**Run 1: a small window of the routed layout**

Region (16, 99) to (66, 149) µm. Cells in grey, sequential cells in the stronger grey; small squares are vias.
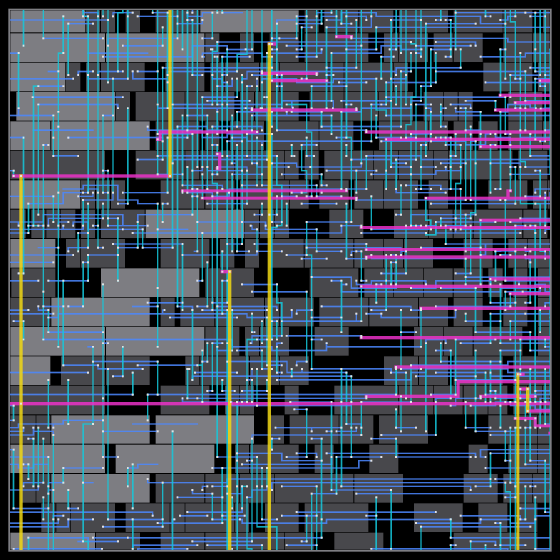
**Run 1: cell classes on the final placement**

The bar under the picture is 50 µm long. Fill, decap, tap and diode cells in grey.
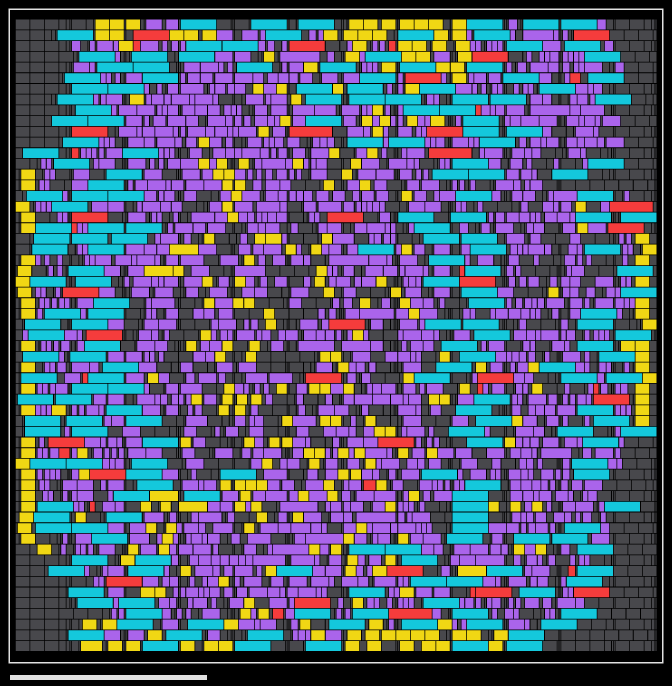
**Run 1: selected gate families**

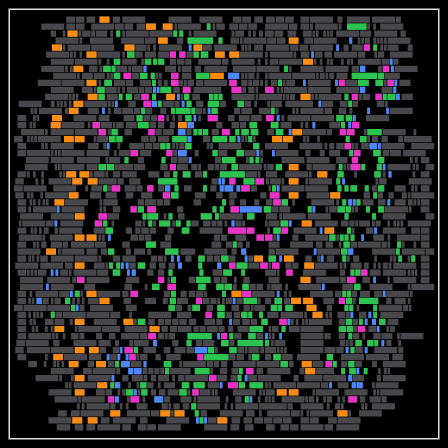
==> config.mk <==
export PLATFORM = sky130hd
export DESIGN_NAME = alu_seq_ctrl
export DESIGN_NICKNAME = d
export VERILOG_FILES = /design/src/rtl/alu_pkg.sv /design/src/rtl/alu_mul_iter.sv /design/src/rtl/alu_seq_ctrl.sv
export SDC_FILE = /design/constraint.sdc
export NUM_CORES = 1
export LEC_CHECK = 0
export CORE_UTILIZATION = 54
export CTS_BUF_LIST = sky130_fd_sc_hd__clkbuf_16
export DETAILED_ROUTE_END_ITERATION = 10
export HOLD_SLACK_MARGIN = 0.08
export PLACE_DENSITY = 0.78
export SETUP_SLACK_MARGIN = 0.15
export SLEW_MARGIN = 20
export SYNTH_ARGS = -nofsm -noshare
export SYNTH_HDL_FRONTEND = slang
export SYNTH_SLANG_ARGS = --single-unit
==> constraint.sdc <==
create_clock -name clk -period 4 [get_ports clk]
set_input_delay 0.4 -clock clk [delete_from_list [all_inputs] [get_ports clk]]
set_output_delay 0.4 -clock clk [all_outputs]
set_load 0.01 [all_outputs]
==> src/rtl/alu_pkg.sv <==
// ============================================================================
//  Module      : alu_pkg
//  Description : Shared encodings for alu_seq_ctrl: command codes, internal
//                ALU control codes, flag-write codes, FSM states, flag indices.
//  Revision    : 1.0  initial release
// ============================================================================
`default_nettype none

package alu_pkg;

    // Funct[4:1] command encodings
    localparam logic [3:0] CMD_AND = 4'b0000;
    localparam logic [3:0] CMD_EOR = 4'b0001;
    localparam logic [3:0] CMD_SUB = 4'b0010;
    localparam logic [3:0] CMD_ADD = 4'b0100;
    localparam logic [3:0] CMD_CMP = 4'b1010;
    localparam logic [3:0] CMD_ORR = 4'b1100;
    localparam logic [3:0] CMD_MOV = 4'b1101;

    // Internal ALU control codes
    localparam logic [2:0] ALUC_ADD = 3'd0;
    localparam logic [2:0] ALUC_SUB = 3'd1;
    localparam logic [2:0] ALUC_AND = 3'd2;
    localparam logic [2:0] ALUC_ORR = 3'd3;
    localparam logic [2:0] ALUC_EOR = 3'd4;
    localparam logic [2:0] ALUC_MOV = 3'd5;

    // FlagW codes: bit 1 enables N/Z, bit 0 enables C/V
    localparam logic [1:0] FLAGW_NONE = 2'b00;
    localparam logic [1:0] FLAGW_NZ   = 2'b10;
    localparam logic [1:0] FLAGW_NZCV = 2'b11;

    // Flag bit positions inside the {N,Z,C,V} register
    localparam int FLAG_N = 3;
    localparam int FLAG_Z = 2;
    localparam int FLAG_C = 1;
    localparam int FLAG_V = 0;

    typedef enum logic [1:0] {
        IDLE = 2'd0,
        EXEC = 2'd1,
        MUL  = 2'd2
    } state_e;

endpackage

`default_nettype wire

==> src/rtl/alu_mul_iter.sv <==
// ============================================================================
//  Module      : alu_mul_iter
//  Description : Iterative shift-add unsigned multiplier, one partial product
//                per cycle. 'product' presents the accumulator including the
//                current step, so it is final while 'last' is high.
//  Revision    : 1.0  initial release
// ============================================================================
`default_nettype none

module alu_mul_iter #(
    parameter int WIDTH = 32
) (
    input  logic             clk,
    input  logic             reset_n,
    input  logic             load,
    input  logic [WIDTH-1:0] a,
    input  logic [WIDTH-1:0] b,
    output logic [WIDTH-1:0] product,
    output logic             last
);

    localparam int c_cnt_w = $clog2(WIDTH) + 1;

    logic [WIDTH-1:0]   acc_q, acc_d;
    logic [WIDTH-1:0]   mcand_q, mcand_d;
    logic [WIDTH-1:0]   mplier_q, mplier_d;
    logic [c_cnt_w-1:0] cnt_q, cnt_d;
    logic [WIDTH-1:0]   w_acc_next;

    assign w_acc_next = acc_q + (mplier_q[0] ? mcand_q : '0);
    assign product    = w_acc_next;
    assign last       = (cnt_q == c_cnt_w'(WIDTH - 1));

    // Load operands, otherwise add one partial product and shift
    always_comb begin
        acc_d    = w_acc_next;
        mcand_d  = mcand_q << 1;
        mplier_d = mplier_q >> 1;
        cnt_d    = cnt_q + 1'b1;
        if (load) begin
            acc_d    = '0;
            mcand_d  = a;
            mplier_d = b;
            cnt_d    = '0;
        end
    end

    // Iteration state registers
    always_ff @(posedge clk or negedge reset_n) begin
        if (!reset_n) begin
            acc_q    <= '0;
            mcand_q  <= '0;
            mplier_q <= '0;
            cnt_q    <= '0;
        end else begin
            acc_q    <= acc_d;
            mcand_q  <= mcand_d;
            mplier_q <= mplier_d;
            cnt_q    <= cnt_d;
        end
    end

endmodule

`default_nettype wire

==> src/rtl/alu_seq_ctrl.sv <==
// ============================================================================
//  Module      : alu_seq_ctrl
//  Description : Sequenced ALU: Funct decode, ALU core, NZCV flag register
//                and optional iterative multiply with start/busy/done.
//  Revision    : 1.0  initial release
// ============================================================================
`default_nettype none

module alu_seq_ctrl
    import alu_pkg::*;
#(
    parameter int WIDTH  = 32,
    parameter bit MUL_EN = 1'b1
) (
    input  logic             clk,
    input  logic             reset_n,
    input  logic             start,
    input  logic             ALUOp,
    input  logic [4:0]       Funct,
    input  logic             mul,
    input  logic             CondEx,
    input  logic [WIDTH-1:0] SrcA,
    input  logic [WIDTH-1:0] SrcB,
    output logic [WIDTH-1:0] ALUResult,
    output logic [3:0]       Flags,
    output logic             busy,
    output logic             done,
    output logic             illegal
);

    state_e           state_q, state_d;
    logic [WIDTH-1:0] a_q, a_d, b_q, b_d;
    logic [4:0]       funct_q, funct_d;
    logic             aluop_q, aluop_d, mul_q, mul_d, condex_q, condex_d;
    logic [WIDTH-1:0] result_q, result_d;
    logic [3:0]       flags_q, flags_d;
    logic             busy_q, busy_d, done_q, done_d, illegal_q, illegal_d;

    logic             w_accept, w_mul_go, w_mul_load, w_mul_last;
    logic [WIDTH-1:0] w_mul_product;
    logic [2:0]       w_alu_ctrl;
    logic [1:0]       w_flag_w;
    logic             w_illegal, w_wr_result;
    logic [WIDTH-1:0] w_b_eff, w_alu_res, w_final;
    logic [WIDTH:0]   w_sum;
    logic             w_is_sub, w_carry, w_ovf;

    assign w_accept   = start & ~busy_q;
    assign w_mul_go   = mul & ALUOp & MUL_EN;
    assign w_mul_load = w_accept & w_mul_go;

    generate
        if (MUL_EN) begin : g_mul
            alu_mul_iter #(.WIDTH(WIDTH)) u_mul (
                .clk     (clk),
                .reset_n (reset_n),
                .load    (w_mul_load),
                .a       (SrcA),
                .b       (SrcB),
                .product (w_mul_product),
                .last    (w_mul_last)
            );
        end else begin : g_no_mul
            assign w_mul_product = '0;
            assign w_mul_last    = 1'b0;
        end
    endgenerate

    // Decode the latched request into ALU control, flag-write mask and legality
    always_comb begin
        w_alu_ctrl  = ALUC_ADD;
        w_flag_w    = FLAGW_NONE;
        w_illegal   = 1'b0;
        w_wr_result = 1'b1;
        if (aluop_q) begin
            if (mul_q) begin
                if (MUL_EN) begin
                    w_flag_w = funct_q[0] ? FLAGW_NZ : FLAGW_NONE;
                end else begin
                    w_illegal   = 1'b1;
                    w_wr_result = 1'b0;
                end
            end else begin
                case (funct_q[4:1])
                    CMD_ADD: begin
                        w_alu_ctrl = ALUC_ADD;
                        w_flag_w   = funct_q[0] ? FLAGW_NZCV : FLAGW_NONE;
                    end
                    CMD_SUB: begin
                        w_alu_ctrl = ALUC_SUB;
                        w_flag_w   = funct_q[0] ? FLAGW_NZCV : FLAGW_NONE;
                    end
                    CMD_CMP: begin
                        // compare only: flags always, result discarded
                        w_alu_ctrl  = ALUC_SUB;
                        w_flag_w    = FLAGW_NZCV;
                        w_wr_result = 1'b0;
                    end
                    CMD_AND: begin
                        w_alu_ctrl = ALUC_AND;
                        w_flag_w   = funct_q[0] ? FLAGW_NZ : FLAGW_NONE;
                    end
                    CMD_EOR: begin
                        w_alu_ctrl = ALUC_EOR;
                        w_flag_w   = funct_q[0] ? FLAGW_NZ : FLAGW_NONE;
                    end
                    CMD_ORR: begin
                        w_alu_ctrl = ALUC_ORR;
                        w_flag_w   = funct_q[0] ? FLAGW_NZ : FLAGW_NONE;
                    end
                    CMD_MOV: begin
                        w_alu_ctrl = ALUC_MOV;
                        w_flag_w   = funct_q[0] ? FLAGW_NZ : FLAGW_NONE;
                    end
                    default: begin
                        w_illegal   = 1'b1;
                        w_wr_result = 1'b0;
                    end
                endcase
            end
        end
    end

    // ALU core: subtraction is A + ~B + 1 so carry-out reads as NOT borrow
    assign w_is_sub = (w_alu_ctrl == ALUC_SUB);
    assign w_b_eff  = w_is_sub ? ~b_q : b_q;
    assign w_sum    = {1'b0, a_q} + {1'b0, w_b_eff} + {{WIDTH{1'b0}}, w_is_sub};
    assign w_carry  = w_sum[WIDTH];
    assign w_ovf    = (a_q[WIDTH-1] == w_b_eff[WIDTH-1]) &&
                      (w_sum[WIDTH-1] != a_q[WIDTH-1]);

    // Select the logical/arithmetic result for the decoded control code
    always_comb begin
        w_alu_res = w_sum[WIDTH-1:0];
        case (w_alu_ctrl)
            ALUC_AND: w_alu_res = a_q & b_q;
            ALUC_ORR: w_alu_res = a_q | b_q;
            ALUC_EOR: w_alu_res = a_q ^ b_q;
            ALUC_MOV: w_alu_res = b_q;
            default:  w_alu_res = w_sum[WIDTH-1:0];
        endcase
    end

    assign w_final = (state_q == MUL) ? w_mul_product : w_alu_res;

    // FSM next state, operand capture and completion write-back
    always_comb begin
        state_d   = state_q;
        a_d       = a_q;
        b_d       = b_q;
        funct_d   = funct_q;
        aluop_d   = aluop_q;
        mul_d     = mul_q;
        condex_d  = condex_q;
        result_d  = result_q;
        flags_d   = flags_q;
        busy_d    = busy_q;
        done_d    = 1'b0;
        illegal_d = 1'b0;
        case (state_q)
            IDLE: begin
                // busy is only still high here during the done cycle
                busy_d = 1'b0;
                if (w_accept) begin
                    a_d      = SrcA;
                    b_d      = SrcB;
                    funct_d  = Funct;
                    aluop_d  = ALUOp;
                    mul_d    = mul;
                    condex_d = CondEx;
                    busy_d   = 1'b1;
                    state_d  = w_mul_go ? MUL : EXEC;
                end
            end
            EXEC, MUL: begin
                if ((state_q == EXEC) || w_mul_last) begin
                    state_d   = IDLE;
                    done_d    = 1'b1;
                    illegal_d = w_illegal;
                    if (w_wr_result) begin
                        result_d = w_final;
                    end
                    if (condex_q && w_flag_w[1]) begin
                        flags_d[FLAG_N] = w_final[WIDTH-1];
                        flags_d[FLAG_Z] = (w_final == '0);
                    end
                    if (condex_q && w_flag_w[0]) begin
                        flags_d[FLAG_C] = w_carry;
                        flags_d[FLAG_V] = w_ovf;
                    end
                end
            end
            default: state_d = IDLE;
        endcase
    end

    // State, captured request and architectural outputs
    always_ff @(posedge clk or negedge reset_n) begin
        if (!reset_n) begin
            state_q   <= IDLE;
            a_q       <= '0;
            b_q       <= '0;
            funct_q   <= '0;
            aluop_q   <= 1'b0;
            mul_q     <= 1'b0;
            condex_q  <= 1'b0;
            result_q  <= '0;
            flags_q   <= '0;
            busy_q    <= 1'b0;
            done_q    <= 1'b0;
            illegal_q <= 1'b0;
        end else begin
            state_q   <= state_d;
            a_q       <= a_d;
            b_q       <= b_d;
            funct_q   <= funct_d;
            aluop_q   <= aluop_d;
            mul_q     <= mul_d;
            condex_q  <= condex_d;
            result_q  <= result_d;
            flags_q   <= flags_d;
            busy_q    <= busy_d;
            done_q    <= done_d;
            illegal_q <= illegal_d;
        end
    end

    assign ALUResult = result_q;
    assign Flags     = flags_q;
    assign busy      = busy_q;
    assign done      = done_q;
    assign illegal   = illegal_q;

endmodule

`default_nettype wire

==> reports/results.md, run 1 <==
| Result | This run |
|---|---|
| Count of routing violations after the opening detailed-route iteration | 1133 |
| Setup crit start | funct_q[1] |
| Critical R2R Launch | funct_q[1] |
| Capturing point of the worst reg2reg path | Flags[2] |
| Dominant cell type by area after synthesis | sky130_fd_sc_hd__dfrtp_1 |
| Number of buffers and inverters on the critical path | 1 |
| Violated checks | DRC, setup timing |
| Core Rows | 59 |
| Distinct cells, synth | 90 |
| Leakage Power | 8.780 nW |
| Clock tree skew after final layout | 10.26 ps |
| Final setup slack of the worst path | -117.5 ps |
| Net count after synthesis | 1803 |
| Top area cell types | sky130_fd_sc_hd__dfrtp_1, sky130_fd_sc_hd__ha_1, sky130_fd_sc_hd__nand2_1 |
| Arrival time at the worst endpoint | 4590 ps |
| Share of the clock period used by the worst path after layout | 102.9% |
| Clock slew at reported path FFs | 60 ps |
| Number of antenna cells inserted | 0 |
| Sequential cell area fraction in the yosys report | 37.26% |
| Biggest area consumer among cell classes | combinational gates |
| Worst Hold Slack | 425.1 ps |
| TritonCTS clock tree | built |
| Sequential cell count | 215 |
| Number of maximum-capacitance constraint violations | 0 |
| Detailed-routing wirelength on met1 | 19.43 mm |
| Layout clock buffer count | 25 |
| Transition time at the pin with the least slew margin | 1025 ps |
| Horizontal extent of the die | 165.5 µm |
| Post-route DRC violation count | 7 |
| Number of stages on the worst setup path | 15 |
| Port Buf Inserts | 113 |
| Global route total overflow | 0 |
| Critical Path RT | 4470 ps |
| Fraction of final layout cells with drive strength greater than 1 | 20.38% |
| Post-detail-place hpwl | 31.90 mm |
| Vias after detailed routing | 12729 |
| Ordered list of cells on the worst path | buf_4 -> or4b_4 -> o21a_1 -> fa_2 -> nor2b_4 -> o221ai_4 -> a21oi_2 -> xnor2_1 -> o2111ai_2 -> a2111oi_4 -> nand4_1 -> nor4b_4 -> nand4b_1 -> nor4_2 -> a22o_1 |
| Highest-delay cell along the critical path | sky130_fd_sc_hd__or4b_4 |
| Average detailed-routed wire length per instance | 19.27 µm |
| Pwr/cell area | 1070 mW/mm² |
| Routed via count divided by cell count | 5.852 |
| Synthesis-stage register bit count | 215 |
| Final period demand of the worst path | 4117 ps |
| Filler Cell Count | 2013 |
| Synthesized area | 0.01444 mm² |
| Crit path capture | Flags[2] |
| Run status | finished with violations |
| Layout non-clock buf frac | 13.37% |
| Wire length of the first global-routing pass | 65.89 mm |
| Placed standard-cell area | 0.01702 mm² |
| Net count reported at finish | 2032 |
| Maximum buffer depth of the clock tree | 3 |
| Count of TritonRoute iterations in the first routing pass | 10 |
| Final setup violation count | 1 |
| Hold Startpoint | SrcB[1] |
| Logic gate fraction of the total cell area | 48.65% |
| Setup total negative slack | -117.5 ps |
| Total number of H-tree levels | 1 |
| Yosys Chip Area | 0.01444 mm² |
| Layout overhead on the synthesized area | 26.60% |
Back to the opening pictures, 'a small window of the routed layout':
Key: blue = metal 1; magenta = metal 3; cyan = metal 2; yellow = metal 4
220 logic cells have their middle in the window. Netlist names of flops here include b_q (12), g_mul.u_mul.mplier_q (5). Sequential cells in the window: 19. Most frequent: nand2_1 (32), ha_1 (32), inv_1 (20).

Back to the opening pictures, 'cell classes on the final placement':
Key: purple = combinational and other logic [cells 1302]; yellow = other buffers and delay cells [cells 278]; red = clock drivers and dummy loads [cells 45]; cyan = flops [cells 215]

Back to the opening pictures, 'selected gate families':
Key: magenta = AND-OR and OR-AND gates [cells 81]; green = inverting AOI/OAI gates [cells 268]; orange = multiplexers [cells 81]; blue = NOR gates [cells 130, where all over the die]

run 1: layer usage:
layer	global-route usage, %	vias to the layer above
li1	-	6038
met1	46.72	6176
met2	46.78	446
met3	3.546	69
met4	8.802	0
met5	0	-
run 1: repair_timing:
item / 4_1_cts / 5_1_grt
hold buffers: 1 / 0
endpoints found under the hold margin: 101 / 0
setup endpoints to repair: 10 / 15
setup buffers: 4 / 4
resized: 29 / 52
pin swaps: 9 / 27
run 1: kinds of logic after synthesis:
kind of cell	share of synthesized area, %
AOI/OAI and AO/OA	17.57
xor gates and xnor gates	5.086
adders and majority gates	11.80
buffers and inverters	4.315
DFF	37.26
muxes	6.281
and+or+nand+nor	17.69
run 1: power by group:
part	internal, mW	switching [mW]
Combinational	6.48	6.70
Clock	1.39	0.921
Sequential	3.14	0.928
Total	11.0	8.55
**Run 1: PDN straps and rails**

Pins as bars on the die edge.
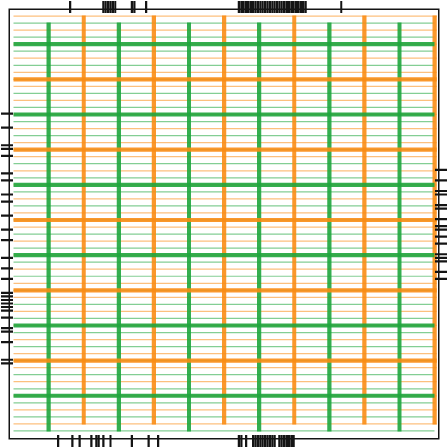

--- run 2 (diff from run 1) ---
Settings changed: CORE_UTILIZATION 54 to 60, PLACE_DENSITY 0.78 to 0.82.
Clock period 4 ns to 4.3 ns, I/O delays scaled along.
**Run 2: PDN straps and rails**

Pins as bars on the die edge.
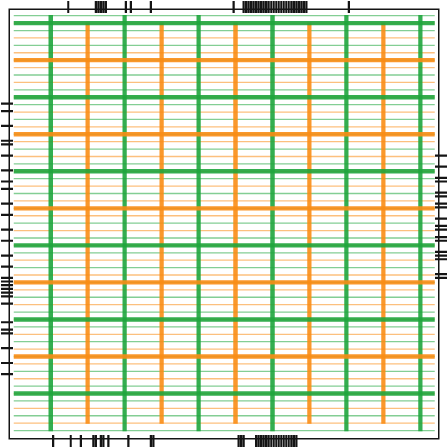
Key: orange = VDD; green = VSS
11 straps on met5. The core has 56 rows. 57 met1 rails follow the rows.

**Run 2: the clock network**

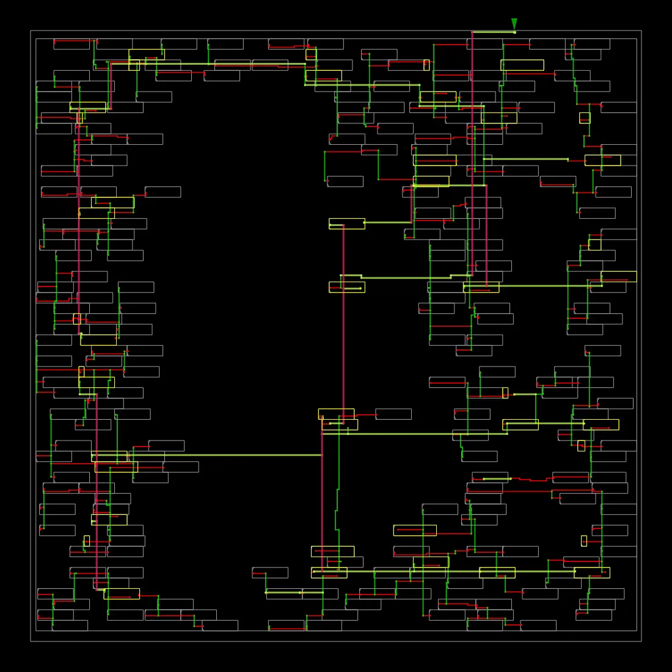
TritonCTS Buffers: 24
clock insertion delay at the later pin of the skew report: 530 ps
layout clock buffer count: 25

==> run 2 against run 1 <==
The flow now finishes without violations; critical endpoint unchanged; global-route usage is 3.4 points higher; largest power group unchanged; first-iteration DRC count is 2.1% lower; routed wire length is 0.57% higher; power is 13% lower; sequential power is 5.9% lower; via count is 0.45% lower.
==> reports/results.md, run 2 <==
| Result | This run |
|---|---|
| Total number of H-tree levels | 1 |
| Transition time at the pin with the least slew margin | 1050 ps |
| Comb power frac | 64.0% |
| Ordered list of cells on the worst path | nand2b_2 -> or3_4 -> buf_12 -> buf_8 -> xnor2_2 -> ha_1 -> a21o_1 -> a211oi_2 -> o21bai_1 -> a211o_1 -> a31o_2 -> and3_1 -> a2111oi_4 -> xor2_1 -> a221oi_2 -> nor4_2 -> a22o_1 |
| Vias after detailed routing | 12672 |
| Core Rows | 56 |
| Hold Startpoint | g_mul.u_mul.mplier_q[31] |
| Relative area of clock buffers and inverters in the final design | 4.929% |
| Share of the clock period used by the worst path after layout | 96.60% |
| Distinct cells, synth | 90 |
| Worst Hold Slack | 446.3 ps |
| Number of stages on the worst setup path | 17 |
| Setup total negative slack | 0 ps |
| Capturing point of the worst reg2reg path | Flags[2] |
| Wire length of the first global-routing pass | 65.65 mm |
| Placed standard-cell area | 0.01649 mm² |
| Clock tree skew after final layout | 18.42 ps |
| Port Buf Inserts | 113 |
| Startpoint types | register |
| Sequential cell count | 215 |
| Logic gate fraction of the total cell area | 49.38% |
| Critical Path RT | 4710 ps |
| Sequential logic power | 3.83 mW |
| Net switching power | 7.578 mW |
| Reported combinational group power | 10.8 mW |
| Final setup violation count | 0 |
| Number of maximum-capacitance constraint violations | 0 |
| Peak supply drop | 732.4 µV |
| Post-route DRC violation count | 0 |
| Final setup slack of the worst path | 146.1 ps |
| Run status | complete, no violations |
| Layout overhead on the synthesized area | 22.15% |
| Leading power group | combinational cells |
| Tap cell count | 319 |
| Leakage Power | 8.427 nW |
| Final period demand of the worst path | 4154 ps |
| Synthesized area | 0.01444 mm² |
| Number of antenna cells inserted | 0 |
| Layout non-clock buf frac | 11.11% |
| Net count reported at finish | 1973 |
| Net switching share of the total power | 44.73% |
| Global route total overflow | 0 |
| Count of routing violations after the opening detailed-route iteration | 1109 |
| Sequential cell area fraction in the yosys report | 37.26% |
| Clock slew at reported path FFs | 60 ps |
| Share of power burned in the clock network | 13.4% |
| Highest-delay cell along the critical path | sky130_fd_sc_hd__or3_4 |
| Dominant cell type by area after synthesis | sky130_fd_sc_hd__dfrtp_1 |
| Maximum buffer depth of the clock tree | 3 |
| Crit path capture | Flags[2] |
| Routed via count divided by cell count | 6.037 |
| Internal Dissipation | 9.362 mW |
| Routed WL | 42.14 mm |
| Horizontal extent of the die | 157.1 µm |
| Clock Power | 2.27 mW |
| Chip area | 0.02469 mm² |
| Seq pwr share | 22.6% |
| Crit-path leading delay family | AND-OR/OR-AND gates |
| Yosys Chip Area | 0.01444 mm² |
| Average detailed-routed wire length per instance | 20.08 µm |
| Post-detail-place hpwl | 31.35 mm |
| Critical R2R Launch | funct_q[3] |
| Pwr/cell area | 960.3 mW/mm² |
| TritonCTS clock tree | built |
| Count of TritonRoute iterations in the first routing pass | 5 |
| Filler Cell Count | 1705 |
| Biggest area consumer among cell classes | combinational gates |
| Count of warnings emitted by yosys | 0 |
| Fraction of final layout cells with drive strength greater than 1 | 16.29% |
| Number of buffers and inverters on the critical path | 2 |
| Arrival time at the worst endpoint | 4570 ps |
| Antenna violation net count after detailed routing | 0 |
| Net count after synthesis | 1803 |
**Run 2: selected gate families**

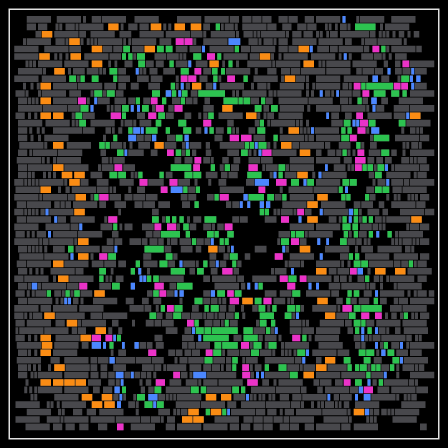
Key: green = inverting AOI/OAI gates [cells 268]; orange = multiplexers [cells 81, where all over the die]; magenta = AND-OR and OR-AND gates [cells 81]; blue = NOR gates [cells 130, where all over the die]

[run 2: cell counts after synthesis]
Identical to the previous run, type by type.
[run 2: timing repair]
action,CTS,global route
setup buffers,2,1
pin swaps,13,7
hold buffers,1,0
setup endpoints to repair,5,4
resized,25,28
cloned,0,0
hold endpoints to repair,44,0
[run 2: cells by family after synthesis]
logic type | count (synthesis) | share of synthesized area, %
and+or+nand+nor | 569 | 17.69
adders and majority gates | 135 | 11.80
xor gates and xnor gates | 83 | 5.086
muxes | 81 | 6.281
buffers and inverters | 161 | 4.315
AOI/OAI and AO/OA | 349 | 17.57
DFF | 215 | 37.26
[run 2: per-layer routing]
layer	up-vias	wire (µm)	global-route usage [%]
met5	-	0	0
met4	0	991	8.645
met3	64	3332	4.681
met2	490	18670	53.42
met1	6206	19150	50.74
li1	5912	-	-
**Run 2: cell classes on the final placement**

The bar under the picture is 50 µm long. Fill, decap, tap and diode cells in grey.
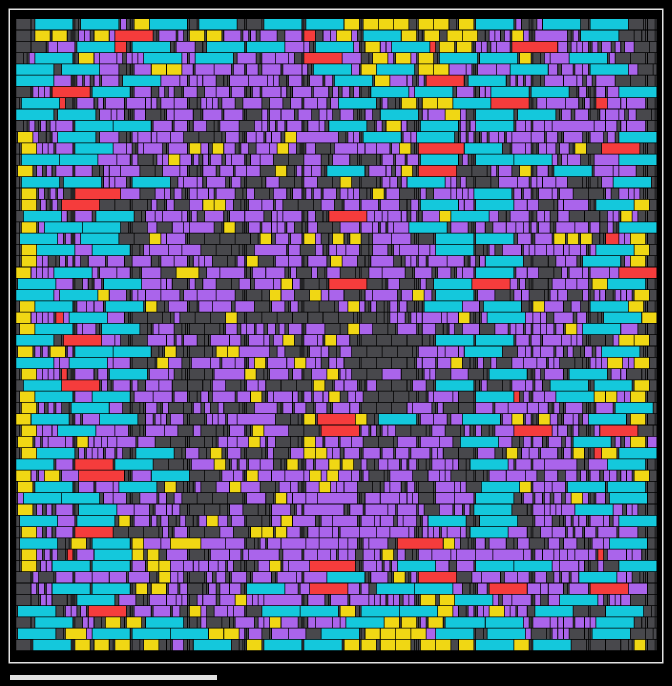

--- run 3 (diff from run 2) ---
Settings changed: DONT_BUFFER_PORTS from default to 1, PLACE_DENSITY 0.82 to 0.76.
Clock period 4.3 ns to 5.3 ns, I/O delays scaled along.
**Run 3: cell classes on the final placement**

The bar under the picture is 50 µm long. Fill, decap, tap and diode cells in grey.
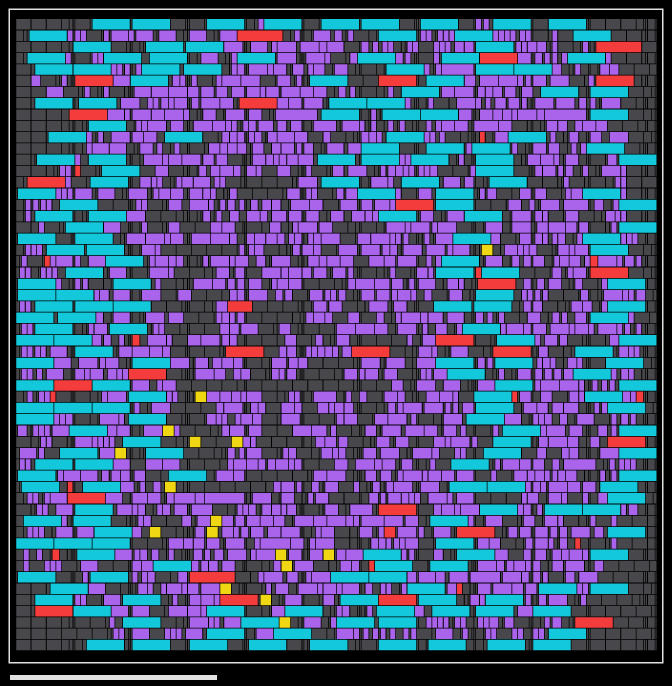
Key: purple = combinational and other logic [cells 1302]; yellow = other buffers and delay cells [cells 16]; red = clock drivers and dummy loads [cells 43]; cyan = flops [cells 215]

**Run 3: the clock network**

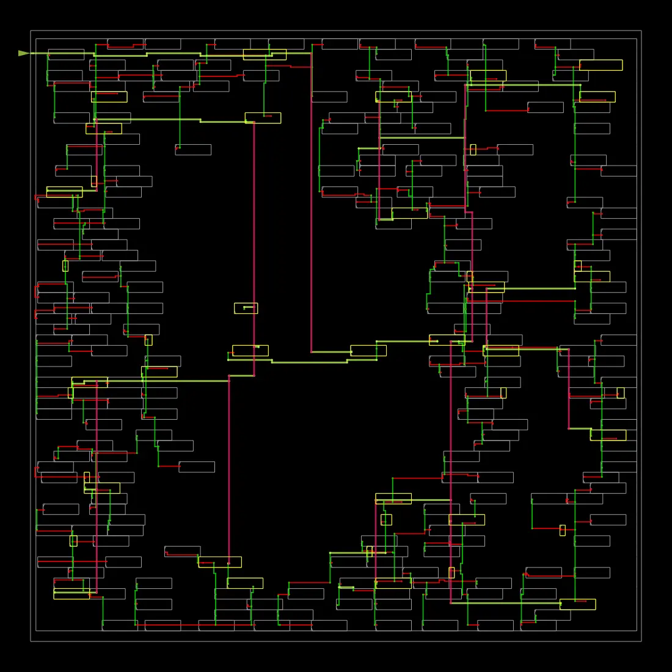
clock tree skew after final layout: 23.49 ps
total clock sinks: 215
clock insertion delay at the later pin of the skew report: 540 ps

==> run 3 against run 2 <==
Synthesized cell count unchanged; via count down 7.9%; global-route usage down 3.0 points; area after synthesis unchanged; largest power group unchanged; utilization down 9.2 points; the run now ends with hold timing left; routed wire length down 8.8%; worst setup slack better by 280 ps; fmax down 15%; count of clock-buffer cells in the layout down 1; combinational power down 36%; power down 30%.
==> reports/results.md, run 3 <==
| Result | This run |
|---|---|
| Vias after detailed routing | 11675 |
| Critical Path RT | 5730 ps |
| Crit-path leading delay family | simple AND/OR/NAND/NOR gates |
| Routed WL | 38.44 mm |
| Worst Hold Slack | -307.5 ps |
| Net switching share of the total power | 47.01% |
| Critical path's most frequent cell | sky130_fd_sc_hd__or3_1 |
| Count of warnings emitted by yosys | 0 |
| Highest-delay cell along the critical path | sky130_fd_sc_hd__dfrtp_1 |
| Transition time at the pin with the least slew margin | 999.3 ps |
| Seq pwr share | 27.2% |
| Global route total overflow | 0 |
| Post-route DRC violation count | 0 |
| Ordered list of cells on the worst path | nand2b_1 -> or3_1 -> buf_4 -> xnor2_1 -> ha_1 -> a21oi_1 -> a21boi_0 -> or3_1 -> o21ai_1 -> nand3_1 -> and4_1 -> a2111oi_4 -> xor2_1 -> a221oi_2 -> nor4_2 -> a22o_1 |
| Total number of H-tree levels | 1 |
| Share of synthesized area spent on multiplexers | 6.281% |
| Filler Cell Count | 1971 |
| AO/OA Area Share | 17.57% |
| Number of antenna cells inserted | 0 |
| Peak supply drop | 391.8 µV |
| Post-Synth XOR/XNOR Area | 5.086% |
| Pwr/cell area | 762.4 mW/mm² |
| Number of stages on the worst setup path | 16 |
| Sequential cell area fraction in the yosys report | 37.26% |
| Post-detail-place hpwl | 28.26 mm |
| Port Buf Inserts | 0 |
| Number of maximum-capacitance constraint violations | 0 |
| Fraction of the mapped netlist area in simple logic gates | 17.69% |
| Count of TritonRoute iterations in the first routing pass | 8 |
| Setup total negative slack | 0 ps |
| Final setup violation count | 0 |
| Wire length of the first global-routing pass | 59.93 mm |
| Chip area | 0.02469 mm² |
| TritonCTS Buffers | 24 |
| Net count after synthesis | 1803 |
| Count of routing violations after the opening detailed-route iteration | 910 |
| Synthesis-stage register bit count | 215 |
| Fraction of final layout cells with drive strength greater than 1 | 10.22% |
| Top area cell types | sky130_fd_sc_hd__dfrtp_1, sky130_fd_sc_hd__ha_1, sky130_fd_sc_hd__nand2_1 |
| Antenna violation net count after detailed routing | 0 |
| Dominant cell type by area after synthesis | sky130_fd_sc_hd__dfrtp_1 |
| # Post-CTS Setup Buffers | 0 |
| Leakage Power | 7.438 nW |
| Share of the clock period used by the worst path after layout | 92.00% |
| Critical R2R Launch | funct_q[2] |
| Net count reported at finish | 1769 |
| Synthesized area | 0.01444 mm² |
| Net switching power | 5.547 mW |
| Arrival time at the worst endpoint | 5300 ps |
| Number of buffers and inverters on the critical path | 1 |
| Largest non-sequential cell family by area | simple AND/OR/NAND/NOR gates |
| Maximum buffer depth of the clock tree | 3 |
| Adder share | 11.80% |
| Internal Dissipation | 6.254 mW |
| Comb power frac | 58.8% |
| Post-placement cell count | 1852 |
| TritonCTS clock tree | built |
| Run status | finished with violations |
| Horizontal extent of the die | 157.1 µm |
| Share of power burned in the clock network | 14.0% |
| Violated checks | hold timing |
| Distinct cells, synth | 90 |
| Setup crit start | funct_q[2] |
| Final period demand of the worst path | 4876 ps |
| Layout overhead on the synthesized area | 7.183% |
| Capturing point of the worst reg2reg path | Flags[2] |
| Achievable Freq | 205.1 MHz |
| Core Rows | 56 |
| Final Hold Violation Tally | 215 |
| Clock slew at reported path FFs | 60 ps |
| Share of the core filled with cells | 65.75% |
**Run 3: PDN straps and rails**

Pins as bars on the die edge.
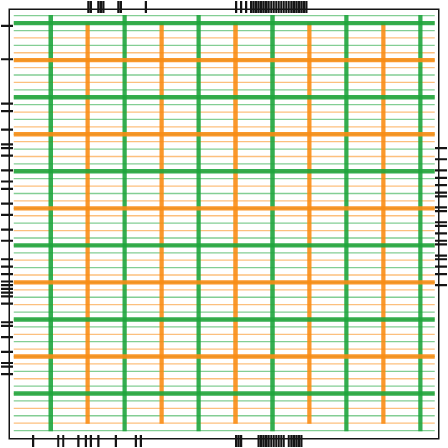
Key: green = VSS; orange = VDD
114 signal pins sit on the boundary. 57 met1 rails follow the rows. 11 straps on met4.

==> run 3: cell counts after synthesis <==
Identical to the previous run, type by type.
==> run 3: power groups by stage <==
stage               logic, mW  clock network (mW)  registers (mW)
finish                   6.94                1.65            3.21
global route             7.67                1.73            3.30
CTS                      6.81                1.68            3.19
detailed placement       6.75                   0            3.21
global placement         6.62                   0            3.17
floorplan                5.35                   0            2.87
==> run 3: routing by layer <==
metal  vias up  GRT usage [%]  routed length, µm
li1       5501              -                  -
met1      5713          46.48              17960
met2       397          48.02              16710
met3        64          4.653               2698
met4         0          8.830               1069
met5         -              0                  0
==> run 3: layout make-up <==
type	count	share of cell area (%)
flip-flops and latches	215	34.76
clock buffers	24	3.880
well taps	319	2.579
inverters	85	2.061
multi-input cells	1217	54.84
clock inverters	19	1.107
repair buffers	16	0.7760
Power figures rest on the tool's default switching activity, not on a simulated workload.
